$ cat src/rtl/requant_scheduler.sv
`default_nettype none
// ============================================================================
// Module   : requant_scheduler
// Purpose  : Per-channel requantization controller. Accepts a job of N pixels,
//            each delivered as NUM_CH channel-ordered int32 accumulators, and
//            scales every beat by its channel's multiplier and right shift.
//            Results are rounded half-up and saturated to int8. Output comes
//            through a 2-stage valid/ready pipeline.
// Ports    : clk, rst                      - clock, sync active-high reset
//            cfg_we/addr/mult/shift        - per-channel table write (IDLE only)
//            start, num_pixels             - job launch (sampled in IDLE)
//            acc_valid/ready/data          - accumulator input stream
//            q_valid/ready/data/ch/last    - int8 output stream
//            busy, done                    - job status for the sequencer
// Revision : 1.0 - initial release
// ============================================================================
module requant_scheduler #(
    parameter int NUM_CH   = 4,
    parameter int CH_IDX_W = 2,
    parameter int PIX_W    = 16
) (
    input  logic                clk,
    input  logic                rst,
    input  logic                cfg_we,
    input  logic [CH_IDX_W-1:0] cfg_addr,
    input  logic [31:0]         cfg_mult,
    input  logic [5:0]          cfg_shift,
    input  logic                start,
    input  logic [PIX_W-1:0]    num_pixels,
    input  logic                acc_valid,
    output logic                acc_ready,
    input  logic [31:0]         acc_data,
    output logic                q_valid,
    input  logic                q_ready,
    output logic [7:0]          q_data,
    output logic [CH_IDX_W-1:0] q_ch,
    output logic                q_last,
    output logic                busy,
    output logic                done
);

    localparam int BEATS_W = PIX_W + CH_IDX_W;

    typedef enum logic [1:0] {
        S_IDLE  = 2'd0,
        S_RUN   = 2'd1,
        S_DRAIN = 2'd2,
        S_DONE  = 2'd3
    } state_t;

    state_t               state_q, state_d;
    logic [BEATS_W-1:0]   beats_left_q, beats_left_d;
    logic [CH_IDX_W-1:0]  ch_q, ch_d;

    logic [31:0]          mult_q  [NUM_CH];
    logic [4:0]           shift_q [NUM_CH];

    logic                 s1_valid_q;
    logic signed [63:0]   s1_prod_q;
    logic [4:0]           s1_shift_q;
    logic [CH_IDX_W-1:0]  s1_ch_q;
    logic                 s1_last_q;

    logic                 q_valid_q;
    logic [7:0]           q_data_q;
    logic [CH_IDX_W-1:0]  q_ch_q;
    logic                 q_last_q;

    logic                 w_en;
    logic                 w_accept;
    logic [BEATS_W-1:0]   w_job_beats;
    logic [4:0]           w_cfg_shift;
    logic [31:0]          w_mult_sel;
    logic signed [63:0]   w_prod;
    logic signed [63:0]   w_bias;
    logic signed [63:0]   w_round;
    logic [7:0]           w_sat;

    // Whole pipeline advances together; a stalled output freezes every stage.
    assign w_en      = !q_valid_q || q_ready;
    assign acc_ready = (state_q == S_RUN) && w_en;
    assign w_accept  = acc_valid && acc_ready;

    assign w_job_beats = BEATS_W'(num_pixels) * BEATS_W'(NUM_CH);
    assign w_cfg_shift = cfg_shift[5] ? 5'd31 : cfg_shift[4:0];

    // ------------------------------------------------------------------
    // Control FSM
    // ------------------------------------------------------------------
    always_comb begin
        state_d      = state_q;
        beats_left_d = beats_left_q;
        ch_d         = ch_q;
        case (state_q)
            S_IDLE: begin
                if (start) begin
                    ch_d = '0;
                    if (num_pixels != '0) begin
                        beats_left_d = w_job_beats;
                        state_d      = S_RUN;
                    end else begin
                        state_d      = S_DONE;
                    end
                end
            end
            S_RUN: begin
                if (w_accept) begin
                    beats_left_d = beats_left_q - BEATS_W'(1);
                    ch_d = (ch_q == CH_IDX_W'(NUM_CH - 1)) ? '0 : ch_q + CH_IDX_W'(1);
                    if (beats_left_q == BEATS_W'(1)) begin
                        state_d = S_DRAIN;
                    end
                end
            end
            S_DRAIN: begin
                if (!s1_valid_q && !q_valid_q) begin
                    state_d = S_DONE;
                end
            end
            S_DONE:  state_d = S_IDLE;
            default: state_d = S_IDLE;
        endcase
    end

    always_ff @(posedge clk) begin
        if (rst) begin
            state_q      <= S_IDLE;
            beats_left_q <= '0;
            ch_q         <= '0;
        end else begin
            state_q      <= state_d;
            beats_left_q <= beats_left_d;
            ch_q         <= ch_d;
        end
    end

    assign busy = (state_q != S_IDLE);
    assign done = (state_q == S_DONE);

    // ------------------------------------------------------------------
    // Per-channel table; reset restores identity scaling (mult=1, shift=0)
    // ------------------------------------------------------------------
    always_ff @(posedge clk) begin
        if (rst) begin
            for (int i = 0; i < NUM_CH; i++) begin
                mult_q[i]  <= 32'd1;
                shift_q[i] <= 5'd0;
            end
        end else if (cfg_we && (state_q == S_IDLE)) begin
            mult_q[cfg_addr]  <= cfg_mult;
            shift_q[cfg_addr] <= w_cfg_shift;
        end
    end

    // ------------------------------------------------------------------
    // Stage 1: full-precision signed product
    // ------------------------------------------------------------------
    assign w_mult_sel = mult_q[ch_q];
    assign w_prod     = 64'($signed(acc_data)) * 64'($signed(w_mult_sel));

    // ------------------------------------------------------------------
    // Stage 2: round half up, arithmetic shift, saturate to int8.
    // |product| <= 2^62, so adding the 2^30 max bias cannot overflow 64 bits.
    // ------------------------------------------------------------------
    assign w_bias  = (s1_shift_q == 5'd0) ? 64'sd0 : (64'sd1 <<< (s1_shift_q - 5'd1));
    assign w_round = (s1_prod_q + w_bias) >>> s1_shift_q;

    always_comb begin
        w_sat = w_round[7:0];
        if (w_round > 64'sd127) begin
            w_sat = 8'h7F;
        end else if (w_round < -64'sd128) begin
            w_sat = 8'h80;
        end
    end

    always_ff @(posedge clk) begin
        if (rst) begin
            s1_valid_q <= 1'b0;
            s1_prod_q  <= '0;
            s1_shift_q <= '0;
            s1_ch_q    <= '0;
            s1_last_q  <= 1'b0;
            q_valid_q  <= 1'b0;
            q_data_q   <= '0;
            q_ch_q     <= '0;
            q_last_q   <= 1'b0;
        end else if (w_en) begin
            s1_valid_q <= w_accept;
            if (w_accept) begin
                s1_prod_q  <= w_prod;
                s1_shift_q <= shift_q[ch_q];
                s1_ch_q    <= ch_q;
                s1_last_q  <= (beats_left_q == BEATS_W'(1));
            end
            q_valid_q <= s1_valid_q;
            if (s1_valid_q) begin
                q_data_q <= w_sat;
                q_ch_q   <= s1_ch_q;
                q_last_q <= s1_last_q;
            end
        end
    end

    assign q_valid = q_valid_q;
    assign q_data  = q_data_q;
    assign q_ch    = q_ch_q;
    assign q_last  = q_last_q;

endmodule
`default_nettype wire

$ cat config.mk
export PLATFORM = sky130hd
export DESIGN_NAME = requant_scheduler
export DESIGN_NICKNAME = d
export VERILOG_FILES = /design/src/rtl/requant_scheduler.sv
export SDC_FILE = /design/constraint.sdc
export NUM_CORES = 2
export LEC_CHECK = 0
export ABC_CLOCK_PERIOD_IN_PS = 18810
export CORE_MARGIN = 5
export CORE_UTILIZATION = 68
export DETAILED_ROUTE_END_ITERATION = 16
export MAX_ROUTING_LAYER = met4
export PLACE_DENSITY = 0.86
export SYNTH_ARGS = -nofsm -noshare
export SYNTH_HDL_FRONTEND = slang
export SYNTH_SLANG_ARGS = --single-unit
$ cat constraint.sdc
create_clock -name clk -period 18.81 [get_ports clk]
set_input_delay 3.762 -clock clk [delete_from_list [all_inputs] [get_ports clk]]
set_output_delay 3.762 -clock clk [all_outputs]
set_load 0.02 [all_outputs]
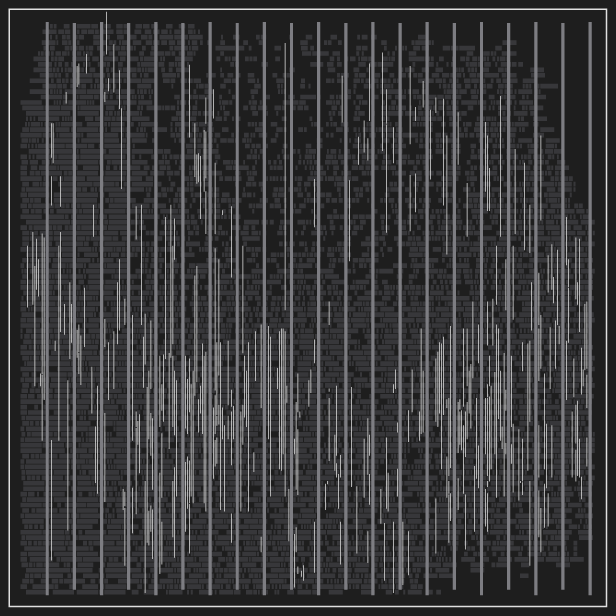
layer_met4.png
Drawn at 2 px/µm. Supply wires on this layer in gray.
The longest straight run is 133 µm. The layer carries 9660 µm of wire.
Via Count: 46156
final WL: 167000 µm

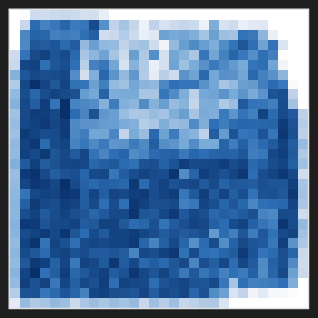
cell_density.png
Drawn at 1 px/µm. 30 x 30 tiles, from white (low) to dark blue (high), 0 to 100% covered.
The mean over all tiles is 65%. 49% of the tiles are over 75% full. The fullest tile reaches 100%. 6.1% of the tiles are nearly empty.

## layer usage
metal / vias to the layer above / wire length, µm
li1: 19523 / -
met1: 23004 / 61200
met2: 2912 / 78600
met3: 717 / 17800
met4: 0 / 9660
met5: - / 0
## through the flow
stage	setup slack, ns	util, %	hold slack [ns]	std cells
3_5_place_dp	5.68	70.6	0.448	7128
2_1_floorplan	7.17	-	0.432	6248
6_report	6.08	71.7	0.448	7179
3_3_place_gp	5.77	70.6	0.442	7128
4_1_cts	6.23	71.7	0.455	7179
5_1_grt	5.65	71.7	0.470	7179
## path summary, 6_finish.rpt
kind / slack (ns) / end
max reg2reg: 8.13 / s1_prod_q[63]
min reg2reg: 0.45 / q_ch[0]
min: 0.45 / q_ch[0]
max: 6.08 / s1_prod_q[63]
==> reports/metrics.csv <==
metric,value,unit
status,"complete, no violations",
grt_pass1_wl,267000,µm
netlist_area,56300,µm²
numCtsBuffers,28,
die-area,88700,µm²
finalHoldViolCount,0,
cts_tree,yes,
worst-path-max-fanout,32,
crit_slowest_cell,or4b_2,
grt_use_met1,48.7,%
critPathLaunchType,primary input,
finalInstanceArea,58900,µm²
antenna_found_initial,1,
cp-end-kind,flip-flop,
rsz0062_at_grt,false,
top_cells_by_count,"fa_1 (1083), inv_1 (1019), nand2_1 (792)",
edf_count,148,
async_flop_share,0,%
cp-startpoint,acc_data[19],
warning_count,30,
hold_path.startpoint,s1_ch_q[0],
ys_sh_mux,4.21,%
most_common_cell,fa_1,
post_cts_buffers,0,
fin_setup_tns,0,ns
worstSkewPairLatency,0.60,ns
crit_cells,28,
sh_seq_area,11.3,%
yosys.area_share.aoi,9.99,%
topCellsByArea,"fa_1 (38%), edfxtp_1 (7.9%), and2_1 (7.4%), inv_1 (6.8%), nand2_1 (5.3%)",
grtUsageTotal,39.0,%
signal_buffers,197,
fin_nets,7488,
worst_slew_pin_slew,1.11,ns
core_area,82100,µm²
combGateArea,44400,µm²
ctsHtreeMaxLevel,1,
top_logic_kind,adder cells,
required,19.24,ns
nFlopsAndLatches,257,
syn_inst,6248,
final_cell_mix,"fa_1 (1083), inv_1 (1016), nand2_1 (791), and2_1 (666), nor2_1 (308)",
min_path_cells,2,
regMostFlops,mult_q,
grt_use_met2,62.1,%
slew_headroom,25.5,%
max_freq,78.6,MHz
rows,105,
finalCriticalPeriod,12.73,ns
routedWlPerCell,23.3,µm
drive_gt1_share,5.19,%
clockBufferCount,38,
yosys_warnings,0,
diodes,0,
gp_congestion,1.00,
overflow,0,
via_per_inst,6.43,
numPortBuffers,108,
first_pass_iters,6,
cpPeakStageDelay,0.68,ns
